--- config.mk ---
export PLATFORM = sky130hd
export DESIGN_NAME = pixel_pos_ctrl
export DESIGN_NICKNAME = d
export VERILOG_FILES = /design/src/rtl/pixel_pos_ctrl.sv
export SDC_FILE = /design/constraint.sdc
export NUM_CORES = 1
export LEC_CHECK = 0
export ABC_AREA = 1
export CAP_MARGIN = 20
export CORE_MARGIN = 2
export CORE_UTILIZATION = 46
export CTS_CLUSTER_DIAMETER = 60
export DETAILED_ROUTE_END_ITERATION = 16
export PLACE_DENSITY = 0.64
export SLEW_MARGIN = 20
export SYNTH_ARGS = -nofsm -noshare
export SYNTH_HDL_FRONTEND = slang
export SYNTH_SLANG_ARGS = --single-unit
--- constraint.sdc ---
create_clock -name clock -period 3.44 [get_ports clock]
set_input_delay 0.688 -clock clock [delete_from_list [all_inputs] [get_ports clock]]
set_output_delay 0.688 -clock clock [all_outputs]
set_load 0.02 [all_outputs]
--- src/rtl/pixel_pos_ctrl.sv ---
// Sprite position controller: debounces the flap button and advances a
// flap/gravity state machine once per frame so the drawn position never tears.
module pixel_pos_ctrl #(
    parameter int DEBOUNCE_CYCLES = 500000,
    parameter int START_POS       = 240,
    parameter int TOP_POS         = 50,
    parameter int FLOOR_POS       = 480,
    parameter int JUMP_V          = 8,
    parameter int GRAVITY         = 1,
    parameter int MAX_FALL        = 10
) (
    input  logic       clock,
    input  logic       reset,
    input  logic       frame_tick,
    input  logic       btn,
    output logic [8:0] pixel_pos,
    output logic [1:0] state,
    output logic       hit
);

    typedef enum logic [1:0] {
        READY = 2'd0,
        FLY   = 2'd1,
        DEAD  = 2'd2
    } state_t;

    localparam int CNT_W = $clog2(DEBOUNCE_CYCLES + 1);
    localparam logic [CNT_W-1:0] CNT_MAX = CNT_W'(DEBOUNCE_CYCLES - 1);
    localparam logic [CNT_W-1:0] CNT_ONE = CNT_W'(1);

    localparam logic [8:0]         START_P  = 9'(START_POS);
    localparam logic [8:0]         TOP_P    = 9'(TOP_POS);
    localparam logic [8:0]         FLOOR_P  = 9'(FLOOR_POS);
    localparam logic signed [10:0] TOP_N    = 11'(TOP_POS);
    localparam logic signed [10:0] FLOOR_N  = 11'(FLOOR_POS);
    localparam logic signed [7:0]  JUMP_VEL = 8'(-JUMP_V);
    localparam logic signed [8:0]  GRAV_V   = 9'(GRAVITY);
    localparam logic signed [8:0]  MAX_V    = 9'(MAX_FALL);

    logic             sync1_q, sync1_d, sync2_q, sync2_d;
    logic             stable_q, stable_d;
    logic [CNT_W-1:0] cnt_q, cnt_d;
    logic             pending_q, pending_d;
    state_t           state_q, state_d;
    logic [8:0]       pos_q, pos_d;
    logic signed [7:0] vel_q, vel_d;
    logic             hit_q, hit_d;

    logic              press_evt, flap;
    logic signed [8:0] v_inc;
    logic signed [7:0] v_new;
    logic signed [10:0] pos_ext, vel_ext, n_pos;

    // Clamp the widened candidate position into the playable band.
    function automatic logic [8:0] sat_pos(input logic signed [10:0] n);
        if (n <= TOP_N)
            return TOP_P;
        else if (n >= FLOOR_N)
            return FLOOR_P;
        else
            return n[8:0];
    endfunction

    always_comb begin
        sync1_d  = btn;
        sync2_d  = sync1_q;
        stable_d = stable_q;
        cnt_d    = '0;
        if (sync2_q != stable_q) begin
            if (cnt_q == CNT_MAX)
                stable_d = sync2_q;
            else
                cnt_d = cnt_q + CNT_ONE;
        end
        press_evt = stable_d & ~stable_q;
        // A press landing on the tick cycle is consumed by that tick.
        flap      = pending_q | press_evt;
        pending_d = frame_tick ? 1'b0 : (pending_q | press_evt);
    end

    always_comb begin
        v_inc   = $signed({vel_q[7], vel_q}) + GRAV_V;
        v_new   = flap ? JUMP_VEL : ((v_inc > MAX_V) ? MAX_V[7:0] : v_inc[7:0]);
        pos_ext = $signed({2'b00, pos_q});
        vel_ext = $signed({{3{v_new[7]}}, v_new});
        n_pos   = pos_ext + vel_ext;
    end

    always_comb begin
        state_d = state_q;
        pos_d   = pos_q;
        vel_d   = vel_q;
        hit_d   = 1'b0;
        case (state_q)
            READY: begin
                if (frame_tick && flap) begin
                    vel_d   = JUMP_VEL;
                    pos_d   = sat_pos(n_pos);
                    state_d = FLY;
                end
            end
            FLY: begin
                if (frame_tick) begin
                    pos_d = sat_pos(n_pos);
                    if (n_pos <= TOP_N) begin
                        vel_d = '0;
                    end else if (n_pos >= FLOOR_N) begin
                        vel_d   = '0;
                        state_d = DEAD;
                        hit_d   = 1'b1;
                    end else begin
                        vel_d = v_new;
                    end
                end
            end
            DEAD: begin
                // The restart press does not also flap.
                if (frame_tick && flap) begin
                    pos_d   = START_P;
                    vel_d   = '0;
                    state_d = READY;
                end
            end
            default: begin
                pos_d   = START_P;
                vel_d   = '0;
                state_d = READY;
            end
        endcase
    end

    always_ff @(posedge clock) begin
        if (!reset) begin
            sync1_q   <= 1'b0;
            sync2_q   <= 1'b0;
            stable_q  <= 1'b0;
            cnt_q     <= '0;
            pending_q <= 1'b0;
            state_q   <= READY;
            pos_q     <= START_P;
            vel_q     <= '0;
            hit_q     <= 1'b0;
        end else begin
            sync1_q   <= sync1_d;
            sync2_q   <= sync2_d;
            stable_q  <= stable_d;
            cnt_q     <= cnt_d;
            pending_q <= pending_d;
            state_q   <= state_d;
            pos_q     <= pos_d;
            vel_q     <= vel_d;
            hit_q     <= hit_d;
        end
    end

    assign pixel_pos = pos_q;
    assign state     = state_q;
    assign hit       = hit_q;

endmodule

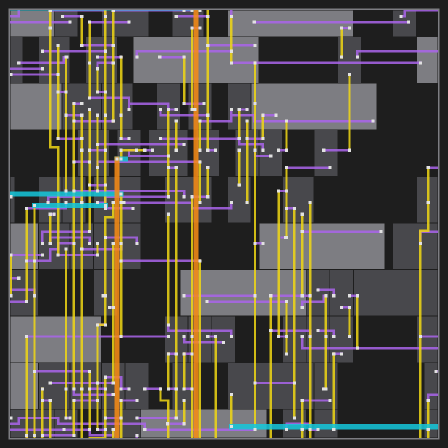
(run_1/closeup.png)
Region (8, 50) to (33, 75) µm. Cells in grey, sequential cells in the stronger grey; small squares are vias.
| colour | layer |
|---|---|
| yellow | M2 |
| orange | M4 |
| cyan | M3 |
| purple | M1 |
sequential cells in the window: 7
netlist names of flops here include: cnt_q (4)
most frequent: nand2_1 (14), nor2_1 (12), inv_1 (9)
cells with their middle in the window: 61

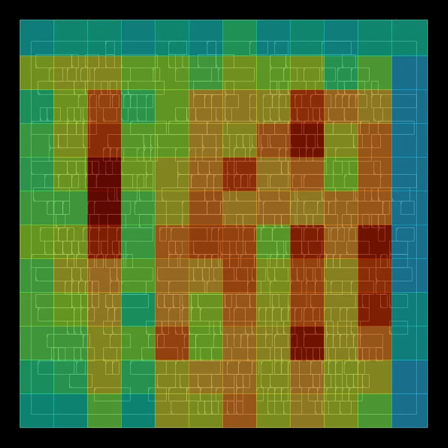
(run_1/congestion_map.png)
routed length per instance: 13.0 µm
share of the core filled with cells: 0.659
fraction of met2 tracks used by global routing: 0.382
overall track demand over capacity in global routing: 0.212
global routing usage on met3: 0.0417

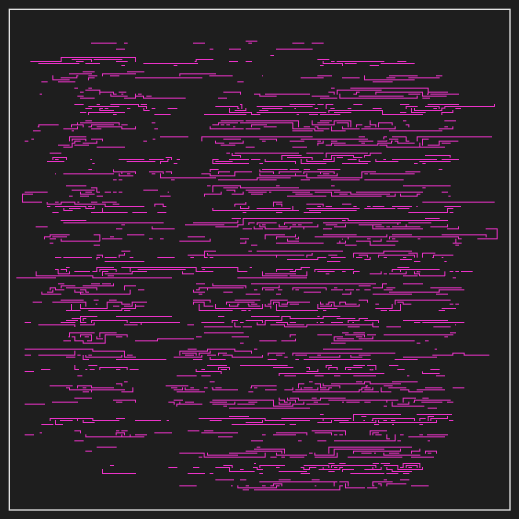
(run_1/m1.png)
Drawn at 6 px/µm.
main direction: horizontal
wire length on this layer: 3,380 µm
nets with wire on the layer: 514
share of all routed wire: 43%
vias: 3,066
DRT Wirelength: 7830 µm

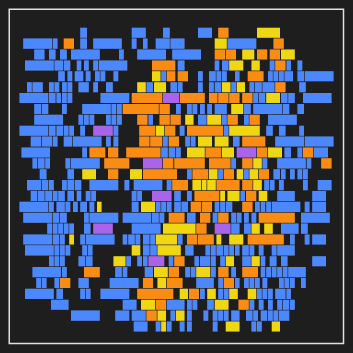
(run_1/sizing.png)
Drawn at 4 px/µm.
| colour | size | cells |
|---|---|---|
| orange | x3 and x4 | 80 |
| blue | x1 and smaller | 374 |
| purple | x6 and larger | 8 |
| yellow | x2 | 63 |

[run 1: repair_timing]
action	CTS	global route
buffers inserted	1	17
endpoints found under the setup margin	20	20
cloned	0	1
pin swaps	6	55
resized	15	75
[run 1: worst min-delay path by stage]
stage,slack [ns],startpoint,to,cells past startpoint
6_report,0.43,sync1_q,sync2_q,2
2_1_floorplan,0.39,sync1_q,sync2_q,2
3_5_place_dp,0.41,sync1_q,sync2_q,2
4_1_cts,0.43,sync1_q,sync2_q,2
3_3_place_gp,0.42,sync1_q,sync2_q,2
5_1_grt,0.47,sync1_q,sync2_q,2
[run 1: power by group]
part | leakage [nW] | total [mW] | internal (mW) | switching [mW]
logic | 1.35 | 0.0177 | 0.00714 | 0.0105
registers | 0.349 | 0.498 | 0.497 | 0.00105
clock network | 0.0440 | 0.316 | 0.139 | 0.177
[run 1: flip-flops by register name (all words and copies together) (netlist names)]
name,flops
cnt_q,19
pixel_pos,9
vel_q,8
state,2
hit,1
pending_q,1
stable_q,1
sync1_q,1
sync2_q,1
[run 1: final cells by class]
class,instances,area (µm²),share of cell area
timing repair buffer,67,552,0.140
multi-input combinational,339,2080,0.527
sequential,43,870,0.220
tap,75,93.8,0.0238
inverter,69,268,0.0679
clock buffer,5,68.8,0.0174
clock inverter,2,13.8,0.00349
[run 1: worst min-delay path, cell delays in order, from the launching register on]
cell and delay (ns):
sky130_fd_sc_hd__dfxtp_1 0.31, sky130_fd_sc_hd__nand2_1 0.05, sky130_fd_sc_hd__inv_1 0.04
[run 1: kinds of logic (layout without fill, tap and decap cells)]
| group | count (synthesis) | in the layout | share of synthesized area |
|---|---|---|---|
| simple gates | 260 | 260 | 0.414 |
| buf+inv | 74 | 143 | 0.0993 |
| compound gates | 60 | 61 | 0.113 |
| flops | 43 | 43 | 0.298 |
| fa+ha+maj | 14 | 14 | 0.0633 |
| xor+xnor | 4 | 4 | 0.0121 |
[run 1: cells in the mapped netlist, types with 4 or more instances]
library cell | number | area [µm²]
sky130_fd_sc_hd__nand3_2 | 5 | 50.1
sky130_fd_sc_hd__dfxtp_1 | 43 | 861
sky130_fd_sc_hd__o21ai_0 | 15 | 75.1
sky130_fd_sc_hd__nand3_1 | 33 | 165
sky130_fd_sc_hd__nand2_1 | 128 | 480
sky130_fd_sc_hd__a21oi_1 | 37 | 185
sky130_fd_sc_hd__ha_1 | 13 | 163
sky130_fd_sc_hd__nand4_1 | 7 | 43.8
sky130_fd_sc_hd__xor2_1 | 4 | 35.0
sky130_fd_sc_hd__nor4_1 | 4 | 25.0
sky130_fd_sc_hd__inv_1 | 66 | 248
sky130_fd_sc_hd__nor2_1 | 52 | 195
sky130_fd_sc_hd__nand2_2 | 4 | 25.0
sky130_fd_sc_hd__nor3_1 | 8 | 40.0
[run 1: routing by layer]
| metal | wire [µm] | share of wire | track usage |
|---|---|---|---|
| met5 | 0 | 0 | 0 |
| met4 | 106 | 0.014 | 0.0626 |
| met3 | 254 | 0.032 | 0.0417 |
| met2 | 4090 | 0.52 | 0.382 |
| met1 | 3380 | 0.43 | 0.253 |
==> reports/summary.json, run 1 <==
{
  "ctsHtreeMaxLevel": 2,
  "yosys_register_bits": 43,
  "place.gp.congestion": 0.920,
  "finalSetupViolCount": 16,
  "crit_chain": "ha_4, nand2_2, inv_4, nand2_2, xor2_1, nand2_1, nor2_1, nand2_1, nand2_2, inv_4, nor4_4, buf_4, ha_4, buf_6, xor2_2, nor2_1, nand3_2, nand3_2, nand4_1, o21a_4, nand2_2, nand2_1, nand2_1, nand2_1",
  "reg2reg_slack_ns": -0.09,
  "worst-r2r-cell-count": 24,
  "worstHoldPathType": "reg2reg",
  "finalNonFillerCells": 600,
  "endpoint": "pixel_pos[7]",
  "worst_pin_slew_ns": 0.491,
  "ir_drop_mv": 0.212,
  "filler_cell_count": 520,
  "cts_hold_buffers_added": 0,
  "leakage_power_nw": 1.75,
  "ys.warnings.count": 0,
  "clkTransAtPathRegs_ns": 0.09,
  "dominant_logic_cell_type_in_the_layout": "sky130_fd_sc_hd__nand2_1",
  "cts.sinks": 43,
  "netlist-cell-type-count": 35,
  "violations": "negative setup slack",
  "startpoint": "vel_q[1]",
  "detailedRoute.firstIterationViolations": 137,
  "final_area_um2": 3950,
  "finalMaxSlewViolations": 0,
  "design.die.area_um2": 6920,
  "areal_power_density_over_the_cells_nw_per_um2": 211,
  "critical-path-slowest-cell": "sky130_fd_sc_hd__dfxtp_4",
  "finish.net_count": 543,
  "grt_pass1_wl_um": 12300,
  "remaining_drc_errors": 0,
  "finClkSkew_ns": 0.00763,
  "run_status": "finished, violations left",
  "fp_nets": 473,
  "cpMostUsedCell": "sky130_fd_sc_hd__nand2_1",
  "synthesis.area_per_instance_um2": 6.34,
  "finalClockPeriodUsage": 1.03,
  "core.rowCount": 28,
  "setup_ws_post_layout_ns": -0.0912,
  "fp.dieH_um": 83.2,
  "critPathMaxFanout": 6,
  "synth-area-yosys_um2": 2890,
  "cpPeakStageDelay_ns": 0.39,
  "critical_path_depth": 24,
  "detailed_place.area_um2": 3360,
  "top_level_ports": 16
}
## Run 2: what changed since run 1
Settings changed: HOLD_SLACK_MARGIN from default to 0.06.
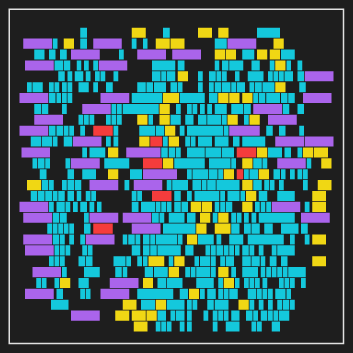
(run_2/class_map.png)
Drawn at 4 px/µm.
| colour | class | cells |
|---|---|---|
| red | clock drivers and dummy loads | 7 |
| cyan | remaining logic cells | 408 |
| purple | registers | 43 |
| yellow | remaining buffers and delay cells | 67 |
Final Instance Area: 3950 µm²
row count: 28

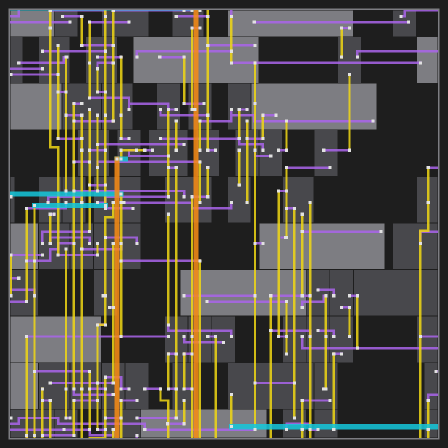
(run_2/closeup.png)
Region (8, 50) to (33, 75) µm. Cells in grey, sequential cells in the stronger grey; small squares are vias.
| colour | layer |
|---|---|
| yellow | M2 |
| cyan | M3 |
| orange | M4 |
| purple | M1 |
most frequent: nand2_1 (14), nor2_1 (12), inv_1 (9)
netlist names of flops here include: cnt_q (4)
sequential cells in the window: 7
cells with their middle in the window: 61

==> reports/summary.json, run 2 <==
{
  "grt_pass1_wl_um": 12300,
  "postSynthCellCount": 455,
  "synth.largest_area_cell": "sky130_fd_sc_hd__dfxtp_1",
  "yosys_register_bits": 43,
  "finalMaxSlewViolations": 0,
  "fp_nets": 473,
  "detailedRoute.firstIterationViolations": 137,
  "dr_total_vias": 3066,
  "detailed_place.area_um2": 3360,
  "finalClockPeriodUsage": 1.03,
  "top_cells_by_count": "128 x sky130_fd_sc_hd__nand2_1, 66 x sky130_fd_sc_hd__inv_1, 52 x sky130_fd_sc_hd__nor2_1",
  "routed_wirelength_um": 7830,
  "areal_power_density_over_the_cells_nw_per_um2": 211,
  "max_flop_register": "cnt_q",
  "violations": "negative setup slack",
  "ys.warnings.count": 0,
  "cts.sinks": 43,
  "grt_usage": 0.212,
  "synth.top_cell.area_share": 0.298,
  "design.die.area_um2": 6920,
  "worstHoldPathType": "reg2reg",
  "largest_register_ffs": 19,
  "critPathMaxFanout": 6,
  "ys_top_cells_by_area": "sky130_fd_sc_hd__dfxtp_1 30%, sky130_fd_sc_hd__nand2_1 17%, sky130_fd_sc_hd__inv_1 8.6%",
  "leakage_power_nw": 1.75,
  "remaining_drc_errors": 0,
  "ctsHtreeMaxLevel": 2,
  "top_level_ports": 16,
  "synth-area-yosys_um2": 2890,
  "worst_pin_slew_ns": 0.491,
  "asyncSetResetFlopFracSynth": 0,
  "place.gp.congestion": 0.920,
  "run_status": "finished, violations left",
  "finClkSkew_ns": 0.00763,
  "holdCritStartpoint": "sync1_q",
  "filler_cell_count": 520,
  "finalSetupViolCount": 16,
  "layout.core_utilization": 0.659,
  "enable_flop_cells": 0,
  "synthesis.area_per_instance_um2": 6.34,
  "netlist-cell-type-count": 35,
  "dominant_logic_cell_type_in_the_layout": "sky130_fd_sc_hd__nand2_1",
  "setup_ws_post_layout_ns": -0.0912,
  "fp.dieH_um": 83.2,
  "most_common_cell": "sky130_fd_sc_hd__nand2_1",
  "tool_warnings": 29,
  "startpoint": "vel_q[1]"
}
==> run 2: report_power, final <==
group	switching [mW]	internal, mW
sequential	0.00105	0.497
clock	0.177	0.139
combinational	0.0105	0.00714
total	0.189	0.643
==> run 2: worst paths after layout <==
path,endpoint,slack (ns),cells after the start
worst min-delay path,sync2_q,0.43,2
worst max-delay path,pixel_pos[7],-0.09,24
worst min register to register,sync2_q,0.43,2
worst max register to register,pixel_pos[7],-0.09,24
==> run 2: per-layer routing <==
layer | track usage | vias up | part of all wire
met1 | 0.253 | 1407 | 0.43
met2 | 0.382 | 50 | 0.52
met4 | 0.0626 | 0 | 0.014
met5 | 0 | - | 0
met3 | 0.0417 | 12 | 0.032
li1 | - | 1597 | -
==> run 2: kinds of logic after synthesis <==
family | synth area share
XOR/XNOR | 0.0121
AND/OR/NAND/NOR | 0.414
adder cells (fa/ha/maj) | 0.0633
buffers and inverters | 0.0993
AND-OR/OR-AND | 0.113
flip-flops | 0.298
==> run 2: area by class of cell <==
cell class | count | area (µm²) | share of cell area
multi-input cells | 339 | 2080 | 0.527
flip-flops and latches | 43 | 870 | 0.220
repair buffers | 67 | 552 | 0.140
inverters | 69 | 268 | 0.0679
well taps | 75 | 93.8 | 0.0238
clock buffers | 5 | 68.8 | 0.0174
clock inverters | 2 | 13.8 | 0.00349
==> run 2: metrics by stage <==
stage / power [mW] / TNS, ns / hold WS [ns] / std cells
2_1_floorplan: 0.519 / 0 / 0.390 / 455
3_3_place_gp: 0.529 / -4.94 / 0.416 / 574
3_5_place_dp: 0.529 / -5.00 / 0.413 / 574
4_1_cts: 0.841 / 0 / 0.434 / 582
5_1_grt: 0.858 / -4.32 / 0.472 / 600
6_report: 0.832 / -0.530 / 0.426 / 600
==> run 2: critical path: stages (launching register included) <==
cell and delay [ns]:
sky130_fd_sc_hd__dfxtp_4 0.39, sky130_fd_sc_hd__ha_4 0.15, sky130_fd_sc_hd__nand2_2 0.06, sky130_fd_sc_hd__inv_4 0.08
sky130_fd_sc_hd__nand2_2 0.06, sky130_fd_sc_hd__xor2_1 0.17, sky130_fd_sc_hd__nand2_1 0.07, sky130_fd_sc_hd__nor2_1 0.13
sky130_fd_sc_hd__nand2_1 0.08, sky130_fd_sc_hd__nand2_2 0.14, sky130_fd_sc_hd__inv_4 0.06, sky130_fd_sc_hd__nor4_4 0.31
sky130_fd_sc_hd__buf_4 0.17, sky130_fd_sc_hd__ha_4 0.22, sky130_fd_sc_hd__buf_6 0.12, sky130_fd_sc_hd__xor2_2 0.14
sky130_fd_sc_hd__nor2_1 0.16, sky130_fd_sc_hd__nand3_2 0.11, sky130_fd_sc_hd__nand3_2 0.08, sky130_fd_sc_hd__nand4_1 0.19
sky130_fd_sc_hd__o21a_4 0.30, sky130_fd_sc_hd__nand2_2 0.06, sky130_fd_sc_hd__nand2_1 0.05, sky130_fd_sc_hd__nand2_1 0.06
sky130_fd_sc_hd__nand2_1 0.06
==> run 2: repair_timing <==
item,CTS,global route
setup buffers,1,17
endpoints found under the setup margin,20,20
gates resized,15,75
hold buffers,0,0
gates cloned,0,1
pin swaps,6,55
Power is estimated from default activity; no workload was simulated.
